run_1/power_grid.png
(10 px per µm) Pins as bars on the die edge. Tap cells in grey.
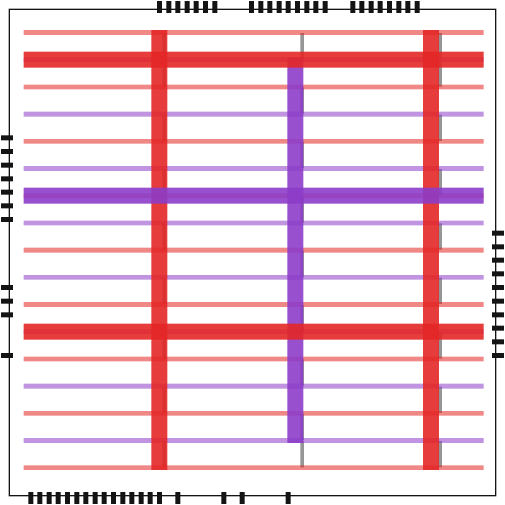
run_1/placement_by_type.png
(10 px per µm) Fill, decap, tap and diode cells in grey.
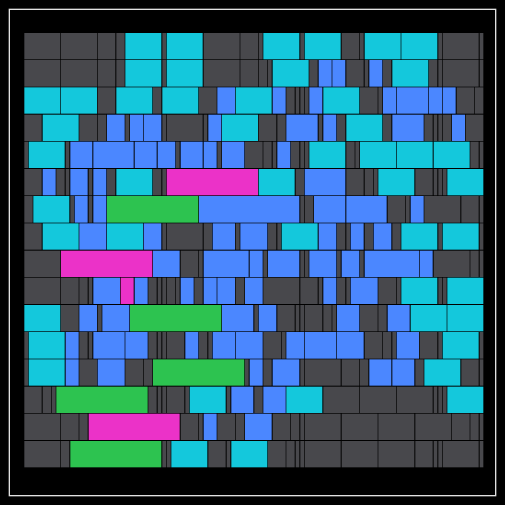
run_1/clk_routes.png
(8 px per µm)
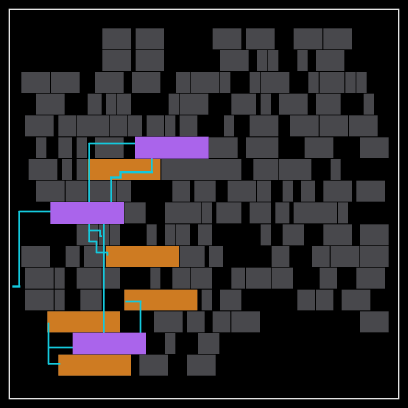
$ cat src/rtl/alu_seq_pkg.sv
// Shared definitions for the ALU instruction sequencer: opcodes, IR field
// positions, FSM states and opcode classification helpers.
package alu_seq_pkg;

    localparam int unsigned OpWidth  = 5;
    localparam int unsigned RegWidth = 4;
    localparam int unsigned IrWidth  = 32;

    // MSB positions of the instruction fields within IR
    localparam int unsigned OpMsb = 31;
    localparam int unsigned RaMsb = 26;
    localparam int unsigned RbMsb = 22;
    localparam int unsigned RcMsb = 18;

    localparam logic [OpWidth-1:0] OpAdd  = 5'd0;
    localparam logic [OpWidth-1:0] OpSub  = 5'd1;
    localparam logic [OpWidth-1:0] OpAnd  = 5'd2;
    localparam logic [OpWidth-1:0] OpOr   = 5'd3;
    localparam logic [OpWidth-1:0] OpShr  = 5'd4;
    localparam logic [OpWidth-1:0] OpShra = 5'd5;
    localparam logic [OpWidth-1:0] OpShl  = 5'd6;
    localparam logic [OpWidth-1:0] OpRor  = 5'd7;
    localparam logic [OpWidth-1:0] OpRol  = 5'd8;
    localparam logic [OpWidth-1:0] OpNeg  = 5'd9;
    localparam logic [OpWidth-1:0] OpNot  = 5'd10;
    localparam logic [OpWidth-1:0] OpMul  = 5'd11;
    localparam logic [OpWidth-1:0] OpDiv  = 5'd12;

    typedef enum logic [3:0] {
        StIdle,
        StT0,
        StT1,
        StT2,
        StT3,
        StT4,
        StT5,
        StT4u,
        StT5l,
        StT6l
    } state_e;

    typedef enum logic [1:0] {
        ClsBinary,
        ClsUnary,
        ClsLong,
        ClsIllegal
    } op_class_e;

    function automatic logic is_binary(logic [OpWidth-1:0] op);
        return (op <= OpRol);
    endfunction

    function automatic logic is_unary(logic [OpWidth-1:0] op);
        return (op == OpNeg) || (op == OpNot);
    endfunction

    function automatic logic is_long(logic [OpWidth-1:0] op);
        return (op == OpMul) || (op == OpDiv);
    endfunction

endpackage

$ cat src/rtl/alu_seq_decode.sv
// Combinational IR decoder: splits the instruction into opcode and register
// fields and classifies the opcode.
import alu_seq_pkg::*;

module alu_seq_decode #(
    parameter int unsigned OPW = OpWidth,
    parameter int unsigned RSW = RegWidth
) (
    input  logic [IrWidth-1:0] ir,
    output logic [OPW-1:0]     op,
    output logic [RSW-1:0]     ra,
    output logic [RSW-1:0]     rb,
    output logic [RSW-1:0]     rc,
    output op_class_e          op_class
);

    assign op = ir[OpMsb -: OPW];
    assign ra = ir[RaMsb -: RSW];
    assign rb = ir[RbMsb -: RSW];
    assign rc = ir[RcMsb -: RSW];

    // Low IR bits hold immediates for other instruction formats
    logic unused_ir;
    assign unused_ir = ^ir[RcMsb-RSW:0];

    always_comb begin
        op_class = ClsIllegal;
        if (is_binary(op)) begin
            op_class = ClsBinary;
        end else if (is_unary(op)) begin
            op_class = ClsUnary;
        end else if (is_long(op)) begin
            op_class = ClsLong;
        end
    end

endmodule

$ cat src/rtl/alu_sequencer.sv
// Multi-cycle control FSM that fetches an instruction over the bus datapath
// and sequences register-to-register ALU execution through Y/Z/HI/LO.
import alu_seq_pkg::*;

module alu_sequencer #(
    parameter int unsigned OPW = OpWidth,
    parameter int unsigned RSW = RegWidth
) (
    input  logic               clk,
    input  logic               reset,
    input  logic               start,
    input  logic               mem_ready,
    input  logic [IrWidth-1:0] ir,
    output logic               pc_out,
    output logic               mar_in,
    output logic               inc_pc,
    output logic               pc_in,
    output logic               read,
    output logic               mdr_in,
    output logic               mdr_out,
    output logic               ir_in,
    output logic               y_in,
    output logic               z_in,
    output logic               zlo_out,
    output logic               zhi_out,
    output logic               lo_in,
    output logic               hi_in,
    output logic               r_out,
    output logic               r_in,
    output logic [RSW-1:0]     r_sel,
    output logic [OPW-1:0]     alu_op,
    output logic               busy,
    output logic               done,
    output logic               illegal
);

    state_e         state_q, state_d;
    logic           t1_wait_q;
    logic [OPW-1:0] op;
    logic [RSW-1:0] ra, rb, rc;
    op_class_e      op_class;

    alu_seq_decode #(
        .OPW (OPW),
        .RSW (RSW)
    ) u_decode (
        .ir       (ir),
        .op       (op),
        .ra       (ra),
        .rb       (rb),
        .rc       (rc),
        .op_class (op_class)
    );

    always_ff @(posedge clk or posedge reset) begin
        if (reset) begin
            state_q   <= StIdle;
            t1_wait_q <= 1'b0;
        end else begin
            state_q   <= state_d;
            // Marks T1 repeat cycles so the PC reload happens only once
            t1_wait_q <= (state_q == StT1) && !mem_ready;
        end
    end

    always_comb begin
        state_d = state_q;
        case (state_q)
            StIdle: if (start) state_d = StT0;
            StT0:   state_d = StT1;
            StT1:   if (mem_ready) state_d = StT2;
            StT2:   state_d = StT3;
            StT3: begin
                case (op_class)
                    ClsBinary, ClsLong: state_d = StT4;
                    ClsUnary:           state_d = StT4u;
                    default:            state_d = StIdle;
                endcase
            end
            StT4:    state_d = (op_class == ClsLong) ? StT5l : StT5;
            StT5l:   state_d = StT6l;
            StT5, StT4u, StT6l: state_d = StIdle;
            default: state_d = StIdle;
        endcase
    end

    always_comb begin
        pc_out  = 1'b0;
        mar_in  = 1'b0;
        inc_pc  = 1'b0;
        pc_in   = 1'b0;
        read    = 1'b0;
        mdr_in  = 1'b0;
        mdr_out = 1'b0;
        ir_in   = 1'b0;
        y_in    = 1'b0;
        z_in    = 1'b0;
        zlo_out = 1'b0;
        zhi_out = 1'b0;
        lo_in   = 1'b0;
        hi_in   = 1'b0;
        r_out   = 1'b0;
        r_in    = 1'b0;
        r_sel   = '0;
        alu_op  = '0;
        done    = 1'b0;
        illegal = 1'b0;
        busy    = (state_q != StIdle);
        case (state_q)
            StT0: begin
                pc_out = 1'b1;
                mar_in = 1'b1;
                inc_pc = 1'b1;
                z_in   = 1'b1;
            end
            StT1: begin
                zlo_out = 1'b1;
                read    = 1'b1;
                mdr_in  = 1'b1;
                pc_in   = !t1_wait_q;
            end
            StT2: begin
                mdr_out = 1'b1;
                ir_in   = 1'b1;
            end
            StT3: begin
                case (op_class)
                    ClsBinary: begin
                        r_out = 1'b1;
                        r_sel = rb;
                        y_in  = 1'b1;
                    end
                    ClsLong: begin
                        r_out = 1'b1;
                        r_sel = ra;
                        y_in  = 1'b1;
                    end
                    ClsUnary: begin
                        r_out  = 1'b1;
                        r_sel  = rb;
                        alu_op = op;
                        z_in   = 1'b1;
                    end
                    default: illegal = 1'b1;
                endcase
            end
            StT4: begin
                r_out  = 1'b1;
                r_sel  = (op_class == ClsLong) ? rb : rc;
                alu_op = op;
                z_in   = 1'b1;
            end
            StT5, StT4u: begin
                zlo_out = 1'b1;
                r_in    = 1'b1;
                r_sel   = ra;
                done    = 1'b1;
            end
            StT5l: begin
                zlo_out = 1'b1;
                lo_in   = 1'b1;
            end
            StT6l: begin
                zhi_out = 1'b1;
                hi_in   = 1'b1;
                done    = 1'b1;
            end
            default: ;
        endcase
    end

endmodule

$ cat config.mk
export PLATFORM = sky130hd
export DESIGN_NAME = alu_sequencer
export DESIGN_NICKNAME = d
export VERILOG_FILES = /design/src/rtl/alu_seq_pkg.sv /design/src/rtl/alu_seq_decode.sv /design/src/rtl/alu_sequencer.sv
export SDC_FILE = /design/constraint.sdc
export NUM_CORES = 1
export LEC_CHECK = 0
export CAP_MARGIN = 20
export CORE_UTILIZATION = 33
export CTS_BUF_LIST = sky130_fd_sc_hd__clkbuf_16
export CTS_CLUSTER_DIAMETER = 60
export DETAILED_ROUTE_END_ITERATION = 10
export PLACE_DENSITY_LB_ADDON = 0.2
export SETUP_SLACK_MARGIN = 0.02
export SLEW_MARGIN = 20
export SYNTH_ARGS = -nofsm -noshare
export SYNTH_HDL_FRONTEND = slang
export SYNTH_SLANG_ARGS = --single-unit
export TNS_END_PERCENT = 5
$ cat constraint.sdc
create_clock -name clk -period 6.43 [get_ports clk]
set_input_delay 1.6075 -clock clk [delete_from_list [all_inputs] [get_ports clk]]
set_output_delay 1.6075 -clock clk [all_outputs]
set_load 0.03 [all_outputs]
==> run summary, run 1 <==
Flow results follow.

The average wire length per cell after detail routing is 12.92 µm. The area taken by flip-flops and latches is between 100 and 150 µm². Port buffering added 48 buffers. The vias per cell is 5.006. The run finished with clean final reports. The initial antenna violation count is 0.

The iteration count of the initial detailed-routing pass is 4. The final timing report lists clock skew as around 4 ps. Yosys stat counts roughly 100 cells in the synthesized netlist. The endpoint of the worst hold path is reported as state_q[1]. Dividing the synthesized area by the synthesized cell count gives about 7.1 µm².

Setup repair after global routing left no endpoint under its margin. The area growth from synthesis to final layout is 74.04%. For the pin with the worst max-slew slack, the measured transition is roughly 500 ps.

The number of cells in the finished layout apart from fillers is about 170. The estimated wirelength of the detail-placed design is roughly 1700 µm. Per STA, the worst path accumulates the most delay in the family buffers and inverters. In this run, post-CTS hold repair placed 0 buffers. The number of levels the H-tree was split into is 1. The CTS log lists the clock sinks for this run as 5. Final hold analysis gives a worst-case slack of 664.8 ps.

The detail route stage leaves a number of antenna-violating nets equal to 0. The footprint of the multi-input gates is around 470 µm². The endpoint arrival time on the critical path is about 4000 ps. The final weighted congestion recorded by global placement is between 0.8 and 0.9.

Counting cells, the worst reg-to-reg path comes to 4. The cell chosen for the clock root is sky130_fd_sc_hd__clkbuf_16. The share of total power dissipated in the clock network is 0.221. The net count of the finished layout is about 180. Looking at the reg2reg group, the worst path ends at state_q[0]. The met2 track demand over resource is 0.3592. Setup total negative slack on the finished layout was measured at 0 ps.

Counting I/O delays and the setup requirement, the final critical path takes 5695 ps. The main area contributors are sky130_fd_sc_hd__dfrtp_1 (18%), sky130_fd_sc_hd__inv_1 (7.4%), sky130_fd_sc_hd__buf_4 (6.3%). The TritonCTS clock tree is built. The global routing report lists met1 layer usage as 0.2216. The share of the cycle needed by the critical path after routing is 0.8857. Of the cells placed in the final design, the portion with a size suffix greater than 1 is 0.06338. The design internal power is 0.0002451 W.

The proportion of power drawn by flip-flops and latches is 0.158.
-- power_grid.png (at the start) --
Key: purple = VDD; red = VSS
3 straps on met4. 3 straps on met5. The core has 16 rows.
area of the core: 2002 µm²
Die Y: 48.49 µm
die extent in x: 48.49 µm
largest vdd supply drop: 0.2685 mV

-- placement_by_type.png (at the start) --
Key: blue = combinational and other logic [cells 85]; green = sequential cells [cells 5]; magenta = clock drivers and dummy loads [cells 4]; cyan = remaining buffers and delay cells [cells 48]
core occupancy in the finished layout: 0.6200
Design Area, Final: 1241 µm²
standard-cell rows: 16

-- clk_routes.png (at the start) --
Key: purple = clock drivers [count 3]; cyan = clock wires [length 101 µm]; orange = flip-flops [count 5]
There are 4 routed clock nets.
Insertion Delay late pin: 230 ps
power in the clock group: 0.000101 W

## run 1: worst max path at each step
stage	startpoint	to	slack, ps	depth (start not counted)
CTS	ir[29]	r_sel[2]	750	6
detailed placement	ir[29]	r_sel[2]	750	6
global route	ir[29]	r_sel[1]	650	6
finish	ir[29]	r_sel[0]	730	6
floorplan	ir[27]	r_sel[0]	1700	5
global placement	ir[29]	r_sel[0]	800	6
## run 1: metal layers
metal	wire [µm]	share of wire
met1	964	0.44
met2	1134	0.52
met3	84	0.038
met4	0	0
met5	0	0
## run 1: registers in the layout, indices dropped and copies added, names as in the netlist
name	cells
t1_wait_q	1
state_q	4
## run 1: cell type report
type	instances	area share
multi-input cells	71	0.3790
inverters	14	0.04234
repair buffers	48	0.3871
clock buffers	3	0.06048
flip-flops and latches	5	0.1008
well taps	27	0.02722
clock inverters	1	0.003024
## run 1: layout by cell type, fill, tap and decap left out, types with 2 or more instances in the layout
cell                              netlist  routed
sky130_fd_sc_hd__a211oi_1               3       3
sky130_fd_sc_hd__a21o_1                 2       2
sky130_fd_sc_hd__a21oi_1                2       2
sky130_fd_sc_hd__and2_1                 4       4
sky130_fd_sc_hd__and3_1                 2       2
sky130_fd_sc_hd__clkbuf_16              0       3
sky130_fd_sc_hd__clkdlybuf4s50_1        0      48
sky130_fd_sc_hd__dfrtp_1                5       5
sky130_fd_sc_hd__inv_1                 14      15
sky130_fd_sc_hd__nand2_1                9       9
sky130_fd_sc_hd__nand2b_1               4       4
sky130_fd_sc_hd__nand3_1                2       2
sky130_fd_sc_hd__nand3b_1               2       2
sky130_fd_sc_hd__nor2_1                 8       8
sky130_fd_sc_hd__nor3_1                 5       5
sky130_fd_sc_hd__o21a_1                 5       5
sky130_fd_sc_hd__o21ai_0                4       4
sky130_fd_sc_hd__o221ai_1               4       4
## run 1: cell families after synthesis
family / share of synthesized area
and+or+nand+nor: 0.3228
xor gates and xnor gates: 0.01228
muxes: 0.01579
AOI/OAI and AO/OA: 0.3088
DFF: 0.1754
buffers and inverters: 0.1649
## run 1: power by group through the flow
stage / Clock (W) / Sequential (W) / Combinational, W
CTS: 0.000102 / 0.0000716 / 0.000287
detailed placement: 0 / 0.0000717 / 0.000285
global placement: 0 / 0.0000711 / 0.000284
floorplan: 0 / 0.0000506 / 0.000206
global route: 0.000104 / 0.0000757 / 0.000302
finish: 0.000101 / 0.0000722 / 0.000284
## run 1: per-stage QoR
stage | util | setup WS [ps] | power [W] | instance area (µm²)
floorplan | - | 1698 | 0.0002565 | 713.2
global placement | 0.5806 | 798.4 | 0.0003551 | 1162
detailed placement | 0.5806 | 751.2 | 0.0003563 | 1162
CTS | 0.6200 | 745.1 | 0.0004604 | 1241
global route | 0.6200 | 654.6 | 0.0004818 | 1241
finish | 0.6200 | 734.7 | 0.0004576 | 1241
run_1/wires.png
(10 px per µm)
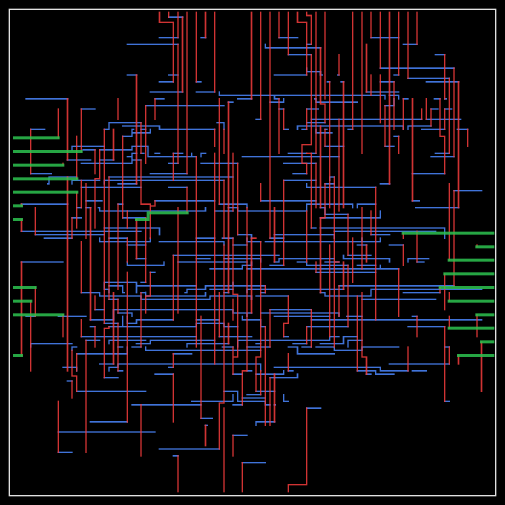

==> run 2: changes to the inputs <==
--- a/config.mk
+++ b/config.mk
@@ -6,10 +6,11 @@
 export NUM_CORES = 1
 export LEC_CHECK = 0
 export CAP_MARGIN = 20
-export CORE_UTILIZATION = 33
+export CORE_UTILIZATION = 31
 export CTS_BUF_LIST = sky130_fd_sc_hd__clkbuf_16
 export CTS_CLUSTER_DIAMETER = 60
 export DETAILED_ROUTE_END_ITERATION = 10
+export GPL_ROUTABILITY_DRIVEN = 0
 export PLACE_DENSITY_LB_ADDON = 0.2
 export SETUP_SLACK_MARGIN = 0.02
 export SLEW_MARGIN = 20
==> constraint.sdc (replaced) <==
create_clock -name clk -period 6.52 [get_ports clk]
set_input_delay 1.63 -clock clk [delete_from_list [all_inputs] [get_ports clk]]
set_output_delay 1.63 -clock clk [all_outputs]
set_load 0.03 [all_outputs]
run_2/wires.png
(10 px per µm)
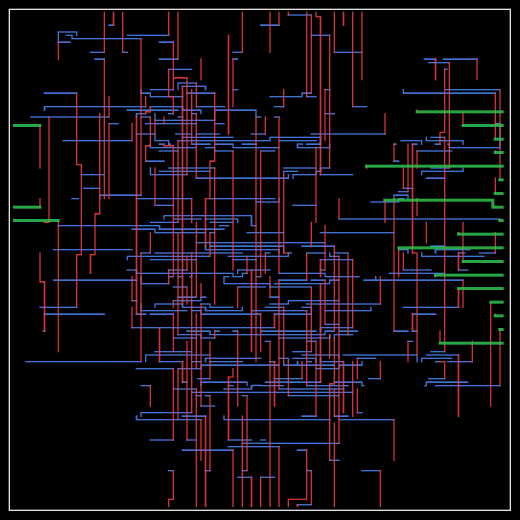
Key: red = metal 2 [wire length 1040 µm]; green = metal 3 [wire length 88.3 µm]; blue = metal 1 [wire length 962 µm]
GRT Resource Usage Total: 0.1815
drt total wl: 2091 µm

==> run summary, run 2 <==
Flow results follow.

The run finished with clean final reports. The tightest hold path in the finished design has a slack of a little under 700 ps. The start point of the critical path is ir[29]. The count of antenna-violating nets left after detailed routing is 0. All stages included, the depth of the critical timing path comes to 6. The flow measured a signed area growth from synthesis to layout of 74.21%. The area taken by flip-flops and latches is between 100 and 150 µm². The clock network latency to the later pin of the worst-skew pair is between 200 and 250 ps.

The endpoint arrival time on the critical path is 4110 ps. In this run the mean area of a mapped cell was 7.061 µm². The time the worst path needs with I/O delays and setup is about 5700 ps. The TritonCTS clock tree is built. The estimated wirelength of the detail-placed design is roughly 1600 µm. Setup repair after global routing left no endpoint under its margin. More flip-flops sit in one register than any other, and that register is state_q. The transition time recorded at the tightest slew-check pin is 481.9 ps. The number of buffers inserted for hold repair after clock tree synthesis is 0.

The most numerous logic cell after layout is sky130_fd_sc_hd__clkdlybuf4s50_1. Setup slack closes at between 700 and 800 ps. The report puts the cell count of the worst reg-to-reg path at 4.

Setup total negative slack on the finished layout was measured at 0 ps. Yosys attributes the largest share of cell area to sky130_fd_sc_hd__dfrtp_1 (18%), sky130_fd_sc_hd__inv_1 (7.4%), sky130_fd_sc_hd__buf_4 (6.3%). The top cell types in the final layout, fill and taps aside, are sky130_fd_sc_hd__clkdlybuf4s50_1 (48), sky130_fd_sc_hd__inv_1 (15), sky130_fd_sc_hd__nand2_1 (9). Per the layout area report, the combinational gate area comes to 470.5 µm². The vias per cell is 4.965. The synth_stat.txt file lists the number of cells as between 100 and 150.

The count of buffers inserted at the top-level ports is approximately 48. The iteration count of the initial detailed-routing pass is 4. The vertical die dimension is between 40 and 50 µm. The initial antenna violation count came to 0.

The worst clock skew is between 0.15 and 0.2 ps. Dividing the detail-routed wire length by the instance count gives 12.30 µm. The overall die width is approximately 50 µm. The share of cells above drive strength 1 is 0.06338.
run_2/placement_by_type.png
(10 px per µm) Fill, decap, tap and diode cells in grey.
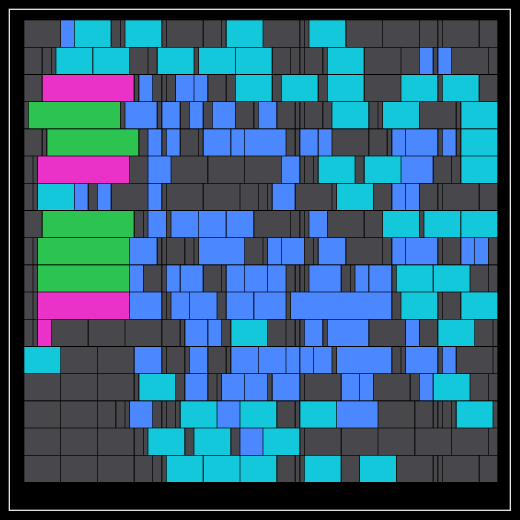
Key: blue = combinational and other logic [cells 85]; green = sequential cells [cells 5]; cyan = remaining buffers and delay cells [cells 48]; magenta = clock drivers and dummy loads [cells 4]
flip-flop and latch share of the layout cell area: 0.1007
standard-cell rows: 17
area of the core: 2191 µm²
Design Area, Final: 1242 µm²

run 2: routing by layer:
metal / up-vias / track usage / wire [µm]
met2: 21 / 0.3221 / 1041
met5: - / 0 / 0
met1: 395 / 0.2041 / 961
li1: 428 / - / -
met4: 0 / 0.07619 / 0
met3: 0 / 0.04321 / 88
run 2: cell families after synthesis:
group | count (synthesis) | synth area share
AND-OR/OR-AND | 27 | 0.3088
XOR/XNOR | 1 | 0.01228
buffers and inverters | 25 | 0.1649
flip-flops | 5 | 0.1754
multiplexers | 1 | 0.01579
AND/OR/NAND/NOR | 42 | 0.3228
run 2: power breakdown:
| group | switching (W) | internal (W) |
|---|---|---|
| clock network | 0.0000176 | 0.0000792 |
| registers | 0.0000292 | 0.0000410 |
| logic | 0.000160 | 0.000121 |
run 2: worst paths after layout:
kind	end	slack (ps)
min in group asynchronous	state_q[3]	1600
max in group asynchronous	t1_wait_q	4760
hold / removal	state_q[2]	680
setup / recovery	r_sel[0]	780
setup reg to reg	state_q[0]	5090
hold reg to reg	state_q[2]	680
run 2: layout make-up:
type	instances	share of cell area
repair buffers	48	0.3867
multi-input cells	71	0.3787
flip-flops and latches	5	0.1007
clock buffers	3	0.06042
inverters	14	0.04230
well taps	28	0.02820
clock inverters	1	0.003021
run 2: worst reg2reg max path: cells and delay by family (launching register included):
kind | cells | cell delay [ps]
AOI/OAI and AO/OA | 3 | 580
DFF | 1 | 520
and+or+nand+nor | 1 | 230
run 2: metrics by stage:
| step | total power, W | area [µm²] |
|---|---|---|
| floorplan | 0.0002529 | 713.2 |
| global placement | 0.0003486 | 1164 |
| detailed placement | 0.0003515 | 1164 |
| CTS | 0.0004518 | 1242 |
| global route | 0.0004755 | 1242 |
| finish | 0.0004484 | 1242 |
Power and IR drop assume default switching activity.
